<file path="src/rtl/run_burst_pkg.sv">
// Shared types and helpers for the serial run-length burst generator.
package run_burst_pkg;

  typedef enum logic [1:0] {
    IDLE = 2'd0,
    RUN  = 2'd1,
    GAP  = 2'd2
  } state_t;

  // Width needed to hold gap counts 0..gap_len-1, never narrower than one bit.
  function automatic int gap_cnt_w(input int gap_len);
    return (gap_len < 1) ? 1 : $clog2(gap_len + 1);
  endfunction

endpackage

</file>
<file path="src/rtl/load_down_counter.sv">
// Loadable down-counter that saturates at zero; load takes priority over decrement.
module load_down_counter #(
  parameter int WIDTH = 4
) (
  input  logic             clk,
  input  logic             reset,
  input  logic             load,
  input  logic [WIDTH-1:0] load_val,
  input  logic             dec,
  output logic [WIDTH-1:0] count,
  output logic             zero
);

  logic [WIDTH-1:0] r_count;

  always_ff @(posedge clk or negedge reset) begin
    if (!reset) begin
      r_count <= '0;
    end else if (load) begin
      r_count <= load_val;
    end else if (dec && (r_count != '0)) begin
      r_count <= r_count - WIDTH'(1);
    end
  end

  assign count = r_count;
  assign zero  = (r_count == '0);

endmodule

</file>
<file path="src/rtl/run_burst_generator.sv">
// Drives a run of req_len 1s followed by GAP_LEN 0s per accepted request,
// flagging the end of long runs (eor) and the last gap bit (done).
module run_burst_generator
  import run_burst_pkg::*;
#(
  parameter int LEN_W   = 4,
  parameter int GAP_LEN = 1
) (
  input  logic             clk,
  input  logic             reset,
  input  logic             req_valid,
  input  logic [LEN_W-1:0] req_len,
  output logic             req_ready,
  output logic             c,
  output logic             busy,
  output logic             eor,
  output logic             done
);

  localparam int            GW       = gap_cnt_w(GAP_LEN);
  localparam logic [GW-1:0] GAP_LOAD = GW'(GAP_LEN - 1);

  if (LEN_W < 2) begin : g_chk_len_w
    $error("run_burst_generator: LEN_W must be at least 2");
  end
  if (GAP_LEN < 1) begin : g_chk_gap_len
    $error("run_burst_generator: GAP_LEN must be at least 1");
  end

  state_t           r_state;
  state_t           w_next;
  logic             r_long;
  logic             w_accept;
  logic             w_len_nz;
  logic             w_run_load;
  logic             w_run_dec;
  logic             w_run_zero;
  logic [LEN_W-1:0] w_unused_run_cnt;
  logic             w_gap_load;
  logic             w_gap_dec;
  logic             w_gap_zero;
  logic [GW-1:0]    w_gap_cnt;

  assign w_accept   = req_valid && req_ready;
  assign w_len_nz   = (req_len != '0);
  assign w_run_load = w_accept && w_len_nz;
  assign w_run_dec  = (r_state == RUN);
  // The gap starts either from a zero-length request or from the last run bit.
  assign w_gap_load = (w_accept && !w_len_nz) || ((r_state == RUN) && w_run_zero);
  assign w_gap_dec  = (r_state == GAP);

  load_down_counter #(.WIDTH(LEN_W)) u_run_cnt (
    .clk      (clk),
    .reset    (reset),
    .load     (w_run_load),
    .load_val (req_len - LEN_W'(1)),
    .dec      (w_run_dec),
    .count    (w_unused_run_cnt),
    .zero     (w_run_zero)
  );

  load_down_counter #(.WIDTH(GW)) u_gap_cnt (
    .clk      (clk),
    .reset    (reset),
    .load     (w_gap_load),
    .load_val (GAP_LOAD),
    .dec      (w_gap_dec),
    .count    (w_gap_cnt),
    .zero     (w_gap_zero)
  );

  always_ff @(posedge clk or negedge reset) begin
    if (!reset) begin
      r_state <= IDLE;
      r_long  <= 1'b0;
    end else begin
      r_state <= w_next;
      if (w_accept) begin
        r_long <= (req_len >= LEN_W'(2));
      end
    end
  end

  always_comb begin
    w_next = r_state;
    case (r_state)
      IDLE: if (w_accept) w_next = w_len_nz ? RUN : GAP;
      RUN:  if (w_run_zero) w_next = GAP;
      GAP: begin
        if (w_gap_zero) begin
          if (w_accept) w_next = w_len_nz ? RUN : GAP;
          else          w_next = IDLE;
        end
      end
      default: w_next = IDLE;
    endcase
  end

  always_comb begin
    req_ready = (r_state == IDLE) || ((r_state == GAP) && w_gap_zero);
    c         = (r_state == RUN);
    busy      = (r_state != IDLE);
    eor       = (r_state == GAP) && (w_gap_cnt == GAP_LOAD) && r_long;
    done      = (r_state == GAP) && w_gap_zero;
  end

endmodule

</file>
<file path="config.mk">
export PLATFORM = sky130hd
export DESIGN_NAME = run_burst_generator
export DESIGN_NICKNAME = d
export VERILOG_FILES = /design/src/rtl/run_burst_pkg.sv /design/src/rtl/load_down_counter.sv /design/src/rtl/run_burst_generator.sv
export SDC_FILE = /design/constraint.sdc
export NUM_CORES = 1
export LEC_CHECK = 0
export ABC_AREA = 0
export CAP_MARGIN = 20
export CORE_AREA = 2 2 39 41
export DETAILED_ROUTE_END_ITERATION = 8
export DIE_AREA = 0 0 41 43
export SETUP_SLACK_MARGIN = 0.3
export SLEW_MARGIN = 20
export SYNTH_ARGS = -nofsm -noshare
export SYNTH_HDL_FRONTEND = slang
export SYNTH_SLANG_ARGS = --single-unit
export TNS_END_PERCENT = 1
</file>
<file path="constraint.sdc">
create_clock -name clk -period 2.9 [get_ports clk]
set_input_delay 0.58 -clock clk [delete_from_list [all_inputs] [get_ports clk]]
set_output_delay 0.58 -clock clk [all_outputs]
set_load 0.005 [all_outputs]
</file>
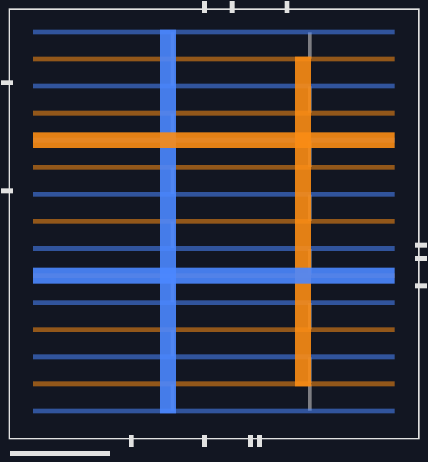
**Above:** power grid.
Bar = 10 um. Pins as bars on the die edge. Tap cells in grey.
Key: VSS = blue; VDD = orange
2 straps on met5. 16 tap cells. The core has 14 rows. 12 signal pins sit on the boundary.

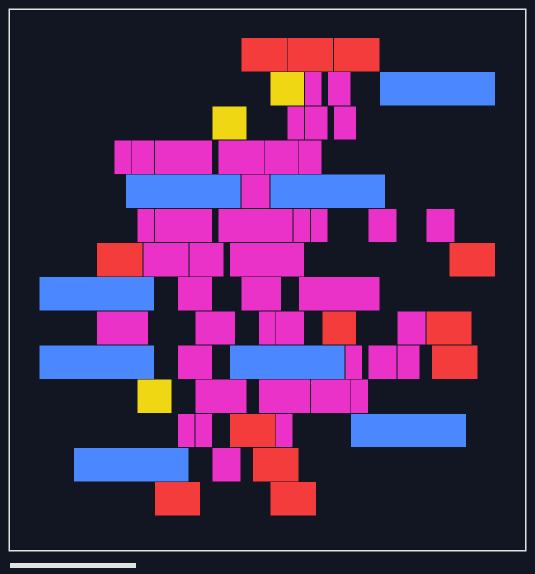
**Above:** cell classes on the final placement.
Bar = 10 um.
Key: registers = blue [cells 8]; remaining buffers and delay cells = red [cells 12]; remaining logic cells = magenta [cells 42]; clock-net drivers = yellow [cells 3]

==> run summary <==
Notes on the flow run.

- The placed instance count is approximately 78, for reference.
- The violation tally from detailed-route iteration zero is 11, for reference.
- According to the timing report, the critical path is captured at u_run_cnt.count[2].
- The number of detailed-routing iterations run before antenna repair is 4, for reference.
- The power density over the cells is 913.0 nW/um^2, for reference.
- The setup TNS is 0 ns, for reference.
- The proportion of register bits with asynchronous set or reset after synthesis is 100.0%, for reference.
- The largest net degree at the start of global routing is 9, for reference.
- The tightest min-delay check is of the reg -> reg type.
- The non-clock inverter instance count of the final layout is 2, for reference.
- Dividing the final minimum period by the clock period gives between 70% and 80%.
- The predominant post-synthesis flop cell is dfrtp_1, for reference.
- The launch point of the worst hold path is r_long, for reference.
- The final critical-path required period is 2.255 ns, for reference.
- The static leakage power is 0.2757 nW, for reference.
- The sum of routed wire length over all layers is 1006 um, for reference.
- STA classifies the critical path endpoint as a flip-flop.
- The first global-routing pass estimated approximately 1800 um of wire.
- The floorplan has 14 rows.
- The die extent in y is about 43 um, for reference.
- The switching share of power is about two fifths, for reference.
- The ratio of routed vias to standard cells is slightly above 5, for reference.
- The clock buffers instantiated in the layout total 3.
- The number of inserted diodes is 0, for reference.
- The post-route antenna net violation count is 0, for reference.
- The die width is 41 um, for reference.
- The internal power summed over all cells is around 0.00038 W, for reference.
- Hold is met by 0.4718 ns.
- Across every metal layer, demand over resource in global routing totals about 16%.
- Of the total power, the clock network draws between 10 and 15%.
- The area growth from synthesis to layout is 31.76%, for reference.
- For this run, the top clock speed supported by timing is approximately 440 MHz.
- The cell resize tally after clock tree synthesis is 0, for reference.
- The worst register-to-register path begins at u_gap_cnt.count.
- In the synthesized netlist, the cells that appear most often are 8 x dfrtp_1, 6 x nand2_1, 4 x nor2_1.
- The endpoint arrival time on the critical path is approximately 2.4 ns, for reference.
- In the final layout, non-clock buffers account for between 10% and 20% of the cell area.
- The worst clock skew is 0.001720 ns, for reference.
- The fraction of cell area in sequential cells is reported as 30.13%.
- The number of clock sinks seen by CTS is 8, for reference.
- The reported clock group power is ~0.00009 W, for reference.
- The total via count after detailed routing is around 410, for reference.
- The TritonCTS clock tree is done, for reference.
- On the reported timing paths, the clock transition at the registers reads 0.06 ns.
- The gate count of the mapped netlist is about 50, for reference.
- The area of the mapped netlist is 504.2 um^2, for reference.
- The register with the most flip-flops in the layout has 4 of them.
- The number of cells in the yosys synthesis report is 50, for reference.
- The max-slew check reports its worst relative slack as between 70% and 80%.
- The startpoint class of the critical path is a primary input, for reference.
- The post-route worst setup slack is 0.6446 ns, for reference.
- The longest clock path from root to sink contains 2 buffers.
- The setup check on the worst reg-to-reg path leaves a slack of around 1.3 ns.
- The combinational gate area is a little under 300 um^2, for reference.
- The layout report lists the combined flip-flop and latch area as about 200 um^2.
- The global-route congestion overflow total is 0, for reference.
- The number of clock buffers inserted by TritonCTS is 3, for reference.
- The H-tree depth is 1, for reference.
- The HPWL after detailed placement is between 800 and 900 um, for reference.
- Max-slew check failures listed in the final report amount to 0.
- Counting every net in the synthesized netlist gives between 50 and 60.
- The transition at the pin with the smallest max-transition slack is between 0.4 and 0.5 ns, for reference.
- Per the detail_route report, routed wire per instance is about 12 um.
- The most area-hungry cell type in the Yosys netlist is dfrtp_1, for reference.
- The layout report gives the multi-input gate share of total cell area as between 40% and 50%.
- Excluding fillers, the count of instances in the completed layout stands at approximately 81.
- The layout has around 130 filler cells.
- Setup slack on the worst path after placement came out at 0.3636 ns.
- The reported sequential group power is 0.000203 W, for reference.
- Multi-input combinational cells in the finished layout were counted as ~40.
- The final core utilization is between 40% and 50%, for reference.
- The Yosys chip area is 504.2 um^2, for reference.
- The post-synthesis average cell area is roughly 10 um^2, for reference.
- The remaining design rule violation count is 0, for reference.
- Per the synth log, the flip-flop and latch total comes to 8.
- The peak supply drop is 354.5 uV, for reference.
- The core footprint is about 1400 um^2, for reference.
- Clock latency on the worst-skew pair, taken at its later pin, is 0.26 ns.
- The post-cts hold buffer count is 0, for reference.
- In the final report, the number of hold violations comes to 0.
- The cell class ranked first by area is multi-input combinational cells, for reference.
- The warning total across the stage logs is 26, for reference.
- Setup repair after global routing left no endpoint under its margin.
- The combinational group power is approximately 0.00031 W, for reference.
- Looking at the reg2reg group, the worst path ends at u_run_cnt.count[2].
- The run finished with clean final reports.
- In this run the clock root is driven by a clkbuf_4.
- The layout net count is approximately 75, for reference.
- The chip footprint is around 1800 um^2, for reference.
- The congestion estimate from routability-driven global placement came to around 0.75.
- The report puts the cell count of the worst reg-to-reg path at 6.
- The area fraction of the largest cell type after synthesis is 39.70%.
- The data required time at the worst endpoint is between 3 and 4 ns, for reference.
- The combinational cell fraction of total power is between 50% and 60%, for reference.
- The final standard cell area without fillers is 664.4 um^2, for reference.
- By area the synthesized netlist is led by dfrtp_1 40%, nand2_1 4.5%, nand3_4 3.5%, nor3_4 3.2%, o21ai_4 3.2%.
- Looking at the setup timing report, the critical path kind is in -> reg.
- The fraction of layout instances using a drive strength above 1 is 20.00%, for reference.
- The share of total power in sequential cells is between 30% and 40%, for reference.
- The initial antenna violation count is 0.
- Per the layout report, the design carries 12 non-clock buffers.
- The net switching power of the design is around 0.00023 W, for reference.
- Looking at the post-CTS report, the setup buffer insertion count equals 0.
- The most common logic cell in the final layout is clkdlybuf4s50_1.
- The placed standard-cell area is ~640 um^2, for reference.
==> kinds of logic (layout without fill, tap and decap cells) <==
family	after synthesis	count (layout)	share of synthesized area, %
simple gates	25	25	31.51
compound gates	12	12	20.60
flops	8	8	39.70
mux	2	2	4.218
buf+inv	2	17	1.489
fa+ha+maj	1	1	2.481
==> worst max-delay path, stage by stage <==
cell and delay (ns):
clkdlybuf4s50_1 0.47, or4_4 0.60, nand3_4 0.15, mux2i_1 0.20, ha_1 0.19, nand3b_1 0.11
nand3_1 0.08
==> per-layer routing <==
metal,part of all wire (%),GRT usage [%],vias to the layer above
li1,-,-,216
met1,50,20.79,186
met2,45,20.00,9
met3,3.8,6.283,2
met4,1.9,10.00,0
met5,0,0,-
Power figures rest on the tool's default switching activity, not on a simulated workload.
